run_1/met1.png
(8 px per um) Supply wires on this layer in grey.
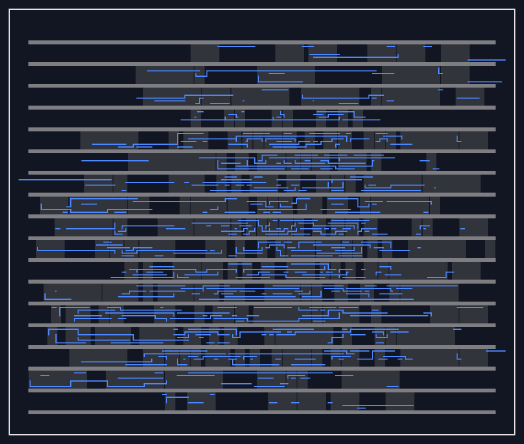
run_1/met2.png
(8 px per um)
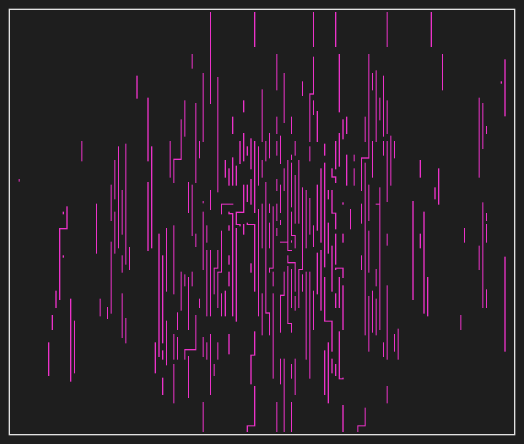
run_1/met3.png
(10 px per um)
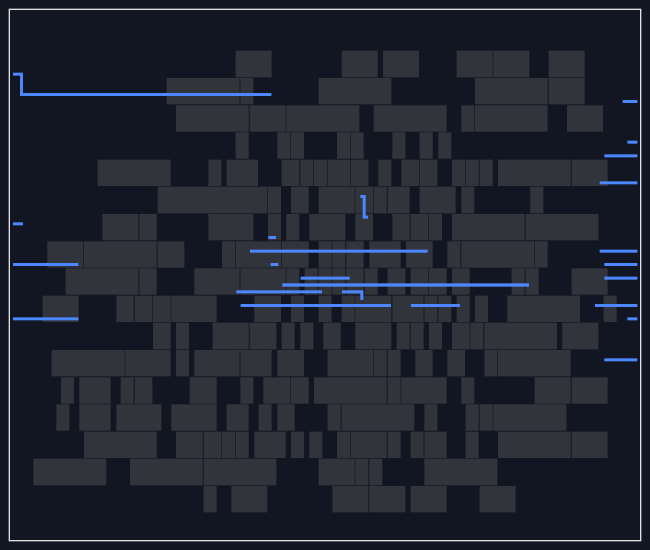
<file path="config.mk">
export PLATFORM = sky130hd
export DESIGN_NAME = stdp_synapse
export DESIGN_NICKNAME = d
export VERILOG_FILES = /design/src/rtl/stdp_pkg.sv /design/src/rtl/stdp_delta_lut.sv /design/src/rtl/stdp_synapse.sv
export SDC_FILE = /design/constraint.sdc
export NUM_CORES = 1
export LEC_CHECK = 0
export ABC_AREA = 1
export CORE_AREA = 2 2 61 51
export DETAILED_ROUTE_END_ITERATION = 6
export DIE_AREA = 0 0 63 53
export PLACE_DENSITY = 0.87
export REMOVE_ABC_BUFFERS = 1
export SETUP_SLACK_MARGIN = 0.15
export SYNTH_ARGS = -nofsm -noshare
export SYNTH_HDL_FRONTEND = slang
export SYNTH_SLANG_ARGS = --single-unit
</file>
<file path="constraint.sdc">
create_clock -name clk -period 5.5 [get_ports clk]
set_input_delay 1.1 -clock clk [delete_from_list [all_inputs] [get_ports clk]]
set_output_delay 1.1 -clock clk [all_outputs]
set_load 0.01 [all_outputs]
</file>
<file path="src/rtl/stdp_pkg.sv">
// rtl/stdp_pkg.sv - shared types and constants for the STDP synapse
// Build option: STDP_LTD_EN adds the POST_WAIT state (depression path).
package stdp_pkg;

    typedef logic [7:0] weight_t;
    typedef logic [3:0] dt_t;

    localparam weight_t WEIGHT_MAX = 8'd255;
    localparam weight_t WEIGHT_MIN = 8'd0;

`ifdef STDP_LTD_EN
    typedef enum logic [1:0] {
        ST_IDLE      = 2'd0,
        ST_PRE_WAIT  = 2'd1,
        ST_POST_WAIT = 2'd2
    } stdp_state_e;
`else
    typedef enum logic [1:0] {
        ST_IDLE      = 2'd0,
        ST_PRE_WAIT  = 2'd1
    } stdp_state_e;
`endif

endpackage

</file>
<file path="src/rtl/stdp_delta_lut.sv">
// rtl/stdp_delta_lut.sv - maps a spike-pair interval to a weight step
// Ports:
//   dt       - pairing interval (1..WINDOW yields a step)
//   max_step - step applied at dt=1
//   step     - max_step >> (dt-1), or 0 when dt is 0 or beyond WINDOW
module stdp_delta_lut
    import stdp_pkg::*;
#(
    parameter int WINDOW = 4
) (
    input  logic [3:0] dt,
    input  logic [7:0] max_step,
    output logic [7:0] step
);

    localparam dt_t WINDOW_DT = WINDOW[3:0];

    always_comb begin
        step = WEIGHT_MIN;
        if ((dt != 4'd0) && (dt <= WINDOW_DT)) begin
            step = max_step >> (dt - 4'd1);
        end
    end

endmodule

</file>
<file path="src/rtl/stdp_synapse.sv">
// rtl/stdp_synapse.sv - pair-based STDP synapse with nearest-neighbour pairing
// Build option: STDP_LTD_EN enables depression (post-before-pre pairing);
// without it only potentiation exists and ltp is tied high.
// Ports:
//   clk, rst      - clock, synchronous active-high reset
//   pre_spike     - presynaptic spike pulse
//   post_spike    - postsynaptic spike pulse
//   learn_en      - enables weight learning
//   weight        - current synaptic weight (registered)
//   psc           - registered pre_spike ? weight : 0
//   update_valid  - one-cycle pulse on every pairing update
//   ltp, dt       - direction and interval of the last update, held
module stdp_synapse
    import stdp_pkg::*;
#(
    parameter logic [7:0] W_INIT  = 8'd1,
    parameter int         LTP_MAX = 16,
    parameter int         LTD_MAX = 16,
    parameter int         WINDOW  = 4
) (
    input  logic       clk,
    input  logic       rst,
    input  logic       pre_spike,
    input  logic       post_spike,
    input  logic       learn_en,
    output logic [7:0] weight,
    output logic [7:0] psc,
    output logic       update_valid,
    output logic       ltp,
    output logic [3:0] dt
);

    localparam dt_t WINDOW_DT = WINDOW[3:0];

    stdp_state_e state_q, state_d;
    dt_t         timer_q, timer_d;
    weight_t     weight_q, weight_d;
    weight_t     psc_q, psc_d;
    logic        uv_q, uv_d;
    dt_t         dt_q, dt_d;

    weight_t     ltp_step;
    logic [8:0]  ltp_sum;

    stdp_delta_lut #(.WINDOW(WINDOW)) u_ltp_lut (
        .dt       (timer_q),
        .max_step (LTP_MAX[7:0]),
        .step     (ltp_step)
    );

    assign ltp_sum = {1'b0, weight_q} + {1'b0, ltp_step};

`ifdef STDP_LTD_EN
    logic        ltp_q, ltp_d;
    weight_t     ltd_step;
    logic [8:0]  ltd_diff;

    stdp_delta_lut #(.WINDOW(WINDOW)) u_ltd_lut (
        .dt       (timer_q),
        .max_step (LTD_MAX[7:0]),
        .step     (ltd_step)
    );

    // Borrow out of bit 8 means the step exceeded the weight: clamp at zero.
    assign ltd_diff = {1'b0, weight_q} - {1'b0, ltd_step};
`endif

    always_comb begin
        state_d  = state_q;
        timer_d  = timer_q;
        weight_d = weight_q;
        psc_d    = pre_spike ? weight_q : WEIGHT_MIN;
        uv_d     = 1'b0;
        dt_d     = dt_q;
`ifdef STDP_LTD_EN
        ltp_d    = ltp_q;
`endif
        if (!learn_en) begin
            state_d = ST_IDLE;
            timer_d = 4'd0;
        end else begin
            case (state_q)
                ST_IDLE: begin
                    timer_d = 4'd0;
                    // Coincident pre and post is dt=0 and is not a pairing.
                    if (pre_spike && !post_spike) begin
                        state_d = ST_PRE_WAIT;
                        timer_d = 4'd1;
                    end
`ifdef STDP_LTD_EN
                    else if (post_spike && !pre_spike) begin
                        state_d = ST_POST_WAIT;
                        timer_d = 4'd1;
                    end
`endif
                end
                ST_PRE_WAIT: begin
                    if (post_spike) begin
                        // Partner wins; a coincident pre is dropped.
                        weight_d = ltp_sum[8] ? WEIGHT_MAX : ltp_sum[7:0];
                        uv_d     = 1'b1;
                        dt_d     = timer_q;
`ifdef STDP_LTD_EN
                        ltp_d    = 1'b1;
`endif
                        state_d  = ST_IDLE;
                        timer_d  = 4'd0;
                    end else if (pre_spike) begin
                        timer_d = 4'd1;
                    end else if (timer_q == WINDOW_DT) begin
                        state_d = ST_IDLE;
                        timer_d = 4'd0;
                    end else begin
                        timer_d = timer_q + 4'd1;
                    end
                end
`ifdef STDP_LTD_EN
                ST_POST_WAIT: begin
                    if (pre_spike) begin
                        weight_d = ltd_diff[8] ? WEIGHT_MIN : ltd_diff[7:0];
                        uv_d     = 1'b1;
                        dt_d     = timer_q;
                        ltp_d    = 1'b0;
                        state_d  = ST_IDLE;
                        timer_d  = 4'd0;
                    end else if (post_spike) begin
                        timer_d = 4'd1;
                    end else if (timer_q == WINDOW_DT) begin
                        state_d = ST_IDLE;
                        timer_d = 4'd0;
                    end else begin
                        timer_d = timer_q + 4'd1;
                    end
                end
`endif
                default: begin
                    state_d = ST_IDLE;
                    timer_d = 4'd0;
                end
            endcase
        end
    end

    always_ff @(posedge clk) begin
        if (rst) begin
            state_q  <= ST_IDLE;
            timer_q  <= 4'd0;
            weight_q <= W_INIT;
            psc_q    <= WEIGHT_MIN;
            uv_q     <= 1'b0;
            dt_q     <= 4'd0;
`ifdef STDP_LTD_EN
            ltp_q    <= 1'b0;
`endif
        end else begin
            state_q  <= state_d;
            timer_q  <= timer_d;
            weight_q <= weight_d;
            psc_q    <= psc_d;
            uv_q     <= uv_d;
            dt_q     <= dt_d;
`ifdef STDP_LTD_EN
            ltp_q    <= ltp_d;
`endif
        end
    end

    assign weight       = weight_q;
    assign psc          = psc_q;
    assign update_valid = uv_q;
    assign dt           = dt_q;
`ifdef STDP_LTD_EN
    assign ltp          = ltp_q;
`else
    assign ltp          = 1'b1;
`endif

endmodule

</file>
==> ci_impl_report.md, run 1 <==
## Implementation flow summary

| Metric | Value |
|---|---|
| Outcome | complete, no violations |
| Post-CTS resize count | 0 |
| Mean area per synthesized cell | 7.809 sq um |
| Min cycle time layout | 2.458 ns |
| Final nets | 214 |
| Synth Area in Adders | 11.88% |
| Post-DP Area | 0.001602 sq mm |
| Max-slew violations | 0 |
| CP Capture Type | output port |
| Distinct cells, synth | 26 |
| NonClk Buf Share | 15.13% |
| Logic gate share of total power | 5.8% |
| Count leader, synth | inv_1 |
| Commonest cells in the netlist | 29 x inv_1, 27 x nand2_1, 26 x dfxtp_1 |
| Antenna violations before repair | 0 |
| Top cell area share | 39.21% |
| Max frequency | 406.8 MHz |
| Layout clock buffer count | 3 |
| Largest net degree at the start of global routing | 18 |
| Die Height | 53 um |
| Synth Area in Simple Gates | 25.35% |
| Clock-pin slew on the worst setup and hold paths | 0.14 ns |
| Yosys reg bits | 26 |
| Crit path DRT | 4.40 ns |
| Top cell category | multi-input combinational cells |
| Yosys cell count | 170 |
| Worst path top cell family by delay | buffers and inverters |
| Pre-antenna DRT Iters | 6 |
| Max FO, Critical Path | 4 |
| Comb gate area | 664.4 sq um |
| # placed instances | 230 |
| Log Warnings | 30 |
| Ratio of cells with drive above 1 in the final layout | 6.122% |
| Routed Antenna Nets | 0 |
Notes on met1.png above:
- share of all routed wire: 50%
- wire length on this layer: 1,360 um
- longest straight run: 26.7 um
- main direction: horizontal
- nets with wire on the layer: 192
wirelength, routed: 2724 um
met1 track demand over resource: 22.92%
via count: 1,142

Notes on met2.png above:
- main direction: vertical
- wire length on this layer: 1,210 um
- nets with wire on the layer: 165

Notes on met3.png above:
- share of all routed wire: 5.4%
- main direction: horizontal
- wire length on this layer: 146 um

[run 1: power groups by stage]
stage	Clock, mW	Combinational (mW)	Sequential (mW)
2_1_floorplan	0	0.00946	0.196
4_1_cts	0.132	0.0196	0.192
3_3_place_gp	0	0.0188	0.196
5_1_grt	0.144	0.0216	0.192
6_report	0.129	0.0197	0.192
3_5_place_dp	0	0.0194	0.196
[run 1: routing by layer]
| metal | part of all wire, % | global-route usage [%] |
|---|---|---|
| met3 | 5.3 | 4.681 |
| met1 | 50 | 22.92 |
| met5 | 0 | 0 |
| met2 | 44 | 30.14 |
| met4 | 0.073 | 2.222 |
[run 1: worst paths after layout]
| check | slack, ns | startpoint | cells after the start | to |
|---|---|---|---|---|
| hold reg to reg | 0.49 | weight[0] | 2 | psc[0] |
| setup / recovery | 3.04 | weight[1] | 1 | weight[1] |
| hold / removal | 0.49 | weight[0] | 2 | psc[0] |
| setup reg to reg | 3.05 | timer_q[0] | 11 | weight[1] |
[run 1: state kept, by name (all words and copies together) (netlist names)]
name / count
state_q: 1
psc: 8
weight: 8
update_valid: 1
dt: 4
timer_q: 4
[run 1: kinds of logic after synthesis]
kind of cell / after synthesis
buffers and inverters: 34
flip-flops: 26
XOR/XNOR: 5
adder cells (fa/ha/maj): 12
AND/OR/NAND/NOR: 70
other: 2
AND-OR/OR-AND: 21
[run 1: through the flow]
step	setup WS (ns)	total power, mW	util [%]
2_1_floorplan	3.339	0.2058	-
3_3_place_gp	2.994	0.2147	59.29
3_5_place_dp	2.968	0.2153	59.29
4_1_cts	3.031	0.3430	61.23
5_1_grt	2.852	0.3574	61.23
6_report	3.042	0.3404	61.23
run_1/final_congestion.png
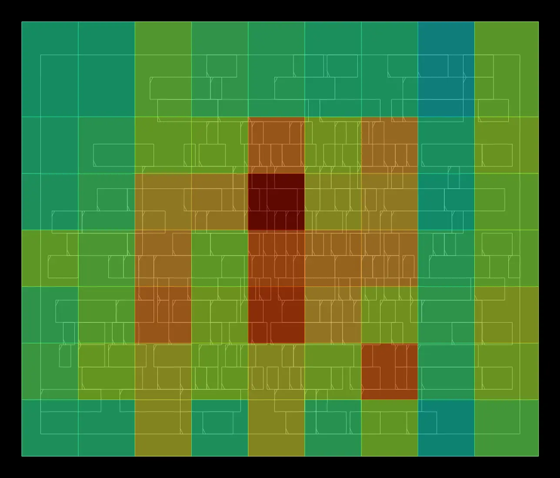

--- run 2 (diff from run 1) ---
Settings changed: CORE_AREA 2 2 61 51 to 2 2 64 54, DIE_AREA 0 0 63 53 to 0 0 66 56, PLACE_DENSITY 0.87 to 0.82.
Clock period 5.5 ns to 2.1 ns, I/O delays scaled along.
run_2/final_congestion.png
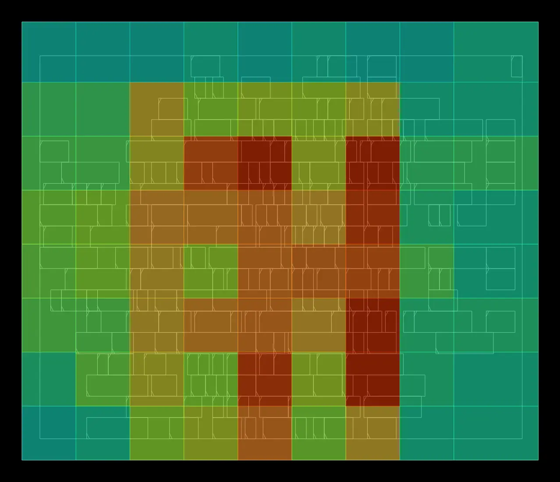
met3 usage: 4.858%
drt wl/cell: 13.12 um
GR met2 Demand/Resource: 29.44%

==> ci_impl_report.md, run 2 <==
## Implementation flow summary

| Metric | Value |
|---|---|
| CP Capture Type | flop |
| Largest net degree at the start of global routing | 18 |
| Setup TNS | 0 ns |
| Wirelength, routed | 3307 um |
| Met1 WL | 1438 um |
| Yosys reg bits | 26 |
| Clock-pin slew on the worst setup and hold paths | 0.09 ns |
| Placement Setup Slack | -0.0009199 ns |
| Commonest cells in the netlist | 29 x inv_1, 27 x nand2_1, 26 x dfxtp_1 |
| Comb gate area | 824.5 sq um |
| Slack of the worst reg-to-reg path | 0.1 ns |
| Pre-antenna DRT Iters | 4 |
| Routed wl met2 | 1684 um |
| Count leader, synth | inv_1 |
| Max FO, Critical Path | 4 |
| # placed instances | 241 |
| Hold-critical path depth | 2 |
| Log Warnings | 32 |
| Top layer in use | met4 |
| Min-Delay Startpoint | weight[4] |
| RR Endpoint | weight[1] |
| R2r worst-path depth | 11 |
| Distinct cells, synth | 26 |
| DIE AREA | 0.003696 sq mm |
| Die Height | 56 um |
| Ratio of cells with drive above 1 in the final layout | 26.42% |
| Post-CTS resize count | 26 |
| Final nets | 230 |
| Yosys cell count | 170 |
| Max IR drop VDD | 0.0004460 V |
| Logic gate share of total power | 7.0% |
| Type of the worst setup path | flop to flop |
| Synth Area in Adders | 11.88% |
| Routed Antenna Nets | 0 |
| Clk_skew | 0.004463 ns |
| CTS root buf | clkbuf_8 |
| Top cell area share | 39.21% |
| Via count | 1,241 |
| Met3 wire len | 152 um |
| Mean area per synthesized cell | 7.809 sq um |
| Worst reg2reg startpoint | timer_q[0] |
| Post-synth EDFFs | 0 |
| Antenna violations before repair | 0 |
| Max frequency | 499.1 MHz |
| Synth Area in Simple Gates | 25.35% |
| Setup ws final | 0.09640 ns |
| Min cycle time layout | 2.004 ns |
| Outcome | complete, no violations |
| Crit path DRT | 2.28 ns |
-- run 2: area by class of cell --
type	instances	area share [%]
Clock buffer	3	2.095
Clock inverter	1	1.524
Inverter	31	6.032
Multi-Input combinational cell	110	41.84
Sequential cell	26	26.60
Tap cell	40	2.540
Timing Repair Buffer	41	19.37
-- run 2: worst max path at each step --
stage,startpoint,end,depth (start not counted)
after detailed placement,timer_q[0],weight[1],11
after floorplan,timer_q[0],weight[2],11
after global routing,timer_q[0],weight[7],14
after CTS,timer_q[1],weight[5],13
final,timer_q[0],weight[1],11
after global placement,timer_q[0],weight[5],13
-- run 2: stage by stage --
stage,cell area (sq um),hold slack (ns),utilization (%)
finish,1971,0.4719,65.30
global route,1971,0.4905,65.30
CTS,1884,0.4745,62.44
detailed placement,1672,0.4610,55.39
global placement,1672,0.4536,55.39
floorplan,1304,0.4774,-
-- run 2: kinds of logic after synthesis --
logic type / count (synthesis)
XOR/XNOR: 5
adder cells (fa/ha/maj): 12
other: 2
AND/OR/NAND/NOR: 70
buffers and inverters: 34
flip-flops: 26
AND-OR/OR-AND: 21
-- run 2: routing by layer --
metal,up-vias,GRT usage [%]
met4,0,6.706
li1,621,-
met2,35,29.44
met5,-,0
met1,581,22.43
met3,4,4.858
-- run 2: worst max-delay path, cell delays in order, from the launching register on --
cell,delay [ns]
dfxtp_2,0.34
inv_2,0.07
ha_4,0.17
xor2_4,0.27
nor3b_4,0.09
fa_2,0.36
nand3_2,0.10
nand3_2,0.09
nand3_1,0.10
nand3_2,0.12
o21ai_2,0.14
inv_1,0.05
-- run 2: power by group through the flow --
stage	clock network, mW	registers (mW)	logic, mW
after floorplan	0	0.514	0.0248
after global placement	0	0.512	0.0544
after detailed placement	0	0.512	0.0548
after CTS	0.420	0.501	0.0612
after global routing	0.444	0.502	0.0755
final	0.415	0.501	0.0694
run_2/clock_map.png
(4 px per um)
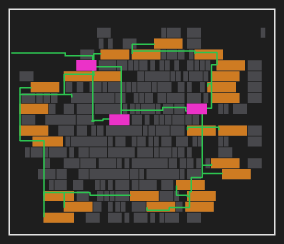

--- run 3 (diff from run 2) ---
Settings changed: CORE_AREA 2 2 64 54 to 4 4 66 56, DIE_AREA 0 0 66 56 to 0 0 70 60.
run_3/clock_map.png
(4 px per um)
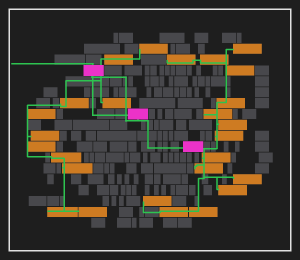
- cells driving clock nets: magenta (count 3)
- flip-flops: orange (count 26)
- clock wires: green (length 291 um)
- flops lie: spread over the die

==> ci_impl_report.md, run 3 <==
## Implementation flow summary

| Metric | Value |
|---|---|
| Setup ws final | 0.1506 ns |
| Pre-antenna DRT Iters | 4 |
| Post-synth EDFFs | 0 |
| Via count | 1,239 |
| DIE AREA | 0.004200 sq mm |
| Yosys reg bits | 26 |
| Post-CTS resize count | 21 |
| Placement Setup Slack | 0.002913 ns |
| Worst endpoint data arrival time | 2.13 ns |
| Max FO, Critical Path | 6 |
| Ratio of cells with drive above 1 in the final layout | 26.89% |
| Clk buf depth | 2 |
| Commonest cells in the netlist | 29 x inv_1, 27 x nand2_1, 26 x dfxtp_1 |
| Log Warnings | 31 |
| Antenna violations before repair | 0 |
| Remaining Overflow, GRT | 0 |
| Synth Area in Simple Gates | 25.35% |
| Post-Syn Instances | 170 |
| Max IR drop VDD | 0.0003830 V |
| Worst min-delay path class | flop to flop |
| Die Height | 60 um |
| Total GRT Usage | 15.33% |
| Outcome | complete, no violations |
| Vias/cell | 4.917 |
| Clk_skew | 0.005027 ns |
| Mean area per synthesized cell | 7.809 sq um |
| CTS root buf | clkbuf_8 |
| # placed instances | 241 |
| Largest net degree at the start of global routing | 18 |
| Synth Area in Adders | 11.88% |
| Max-slew violations | 0 |
| Max frequency | 513.0 MHz |
| Setup TNS | 0 ns |
| Routed Antenna Nets | 0 |
| Yosys cell count | 170 |
| Distinct cells, synth | 26 |
| Wirelength, routed | 3164 um |
| Clock-pin slew on the worst setup and hold paths | 0.09 ns |
| Min cycle time layout | 1.949 ns |
| Post-DP Area | 0.001672 sq mm |
| Drt wl/cell | 12.56 um |
| Crit path DRT | 2.28 ns |
| Type of the worst setup path | flop to flop |
| Total power draw | 976.4 uW |
| Final nets | 230 |
| Post-route cell area | 0.001969 sq mm |
| Finished Layout Cells | 252 |
| Top cell area share | 39.21% |
| Count leader, synth | inv_1 |
| Worst hold slack | 0.4729 ns |
[run 3: cell counts after synthesis]
Identical to the previous run, type by type.
[run 3: final cells by class]
| type | count | area (sq um) | area share [%] |
|---|---|---|---|
| multi-input cells | 110 | 823.3 | 41.80 |
| well taps | 40 | 50.05 | 2.541 |
| inverters | 31 | 118.9 | 6.036 |
| clock buffers | 3 | 41.29 | 2.097 |
| repair buffers | 41 | 381.6 | 19.38 |
| flip-flops and latches | 26 | 524.3 | 26.62 |
| clock inverters | 1 | 30.03 | 1.525 |
[run 3: per-layer routing]
metal | vias to the layer above | global-route usage, % | wire [um]
met4 | 0 | 5.191 | 45
met3 | 10 | 4.874 | 155
met2 | 32 | 27.99 | 1628
met1 | 575 | 17.14 | 1335
li1 | 622 | - | -
met5 | - | 0 | 0
[run 3: power by group]
| group | switching [mW] | internal (mW) |
|---|---|---|
| clock network | 0.154 | 0.255 |
| logic | 0.0350 | 0.0310 |
| registers | 0.00342 | 0.498 |
| total | 0.193 | 0.784 |
[run 3: worst max-delay path, cell delays in order, from the launching register on]
cell,delay [ns]
dfxtp_2,0.35
inv_2,0.05
ha_4,0.17
xor2_4,0.17
nor3b_2,0.25
ha_4,0.26
nand2_1,0.11
nand2_1,0.07
nand2_2,0.08
nand3_4,0.10
nand3_4,0.09
nand3_1,0.08
nand2_1,0.06
inv_1,0.03
[run 3: path summary, 6_finish.rpt]
check                                start   endpoint  slack, ns  cells past startpoint
worst min-delay path             weight[4]     psc[4]       0.47                      2
worst min register to register   weight[4]     psc[4]       0.47                      2
worst max register to register  timer_q[1]  weight[7]       0.15                     13
worst max-delay path            timer_q[1]  weight[7]       0.15                     13
Power figures rest on the tool's default switching activity, not on a simulated workload.
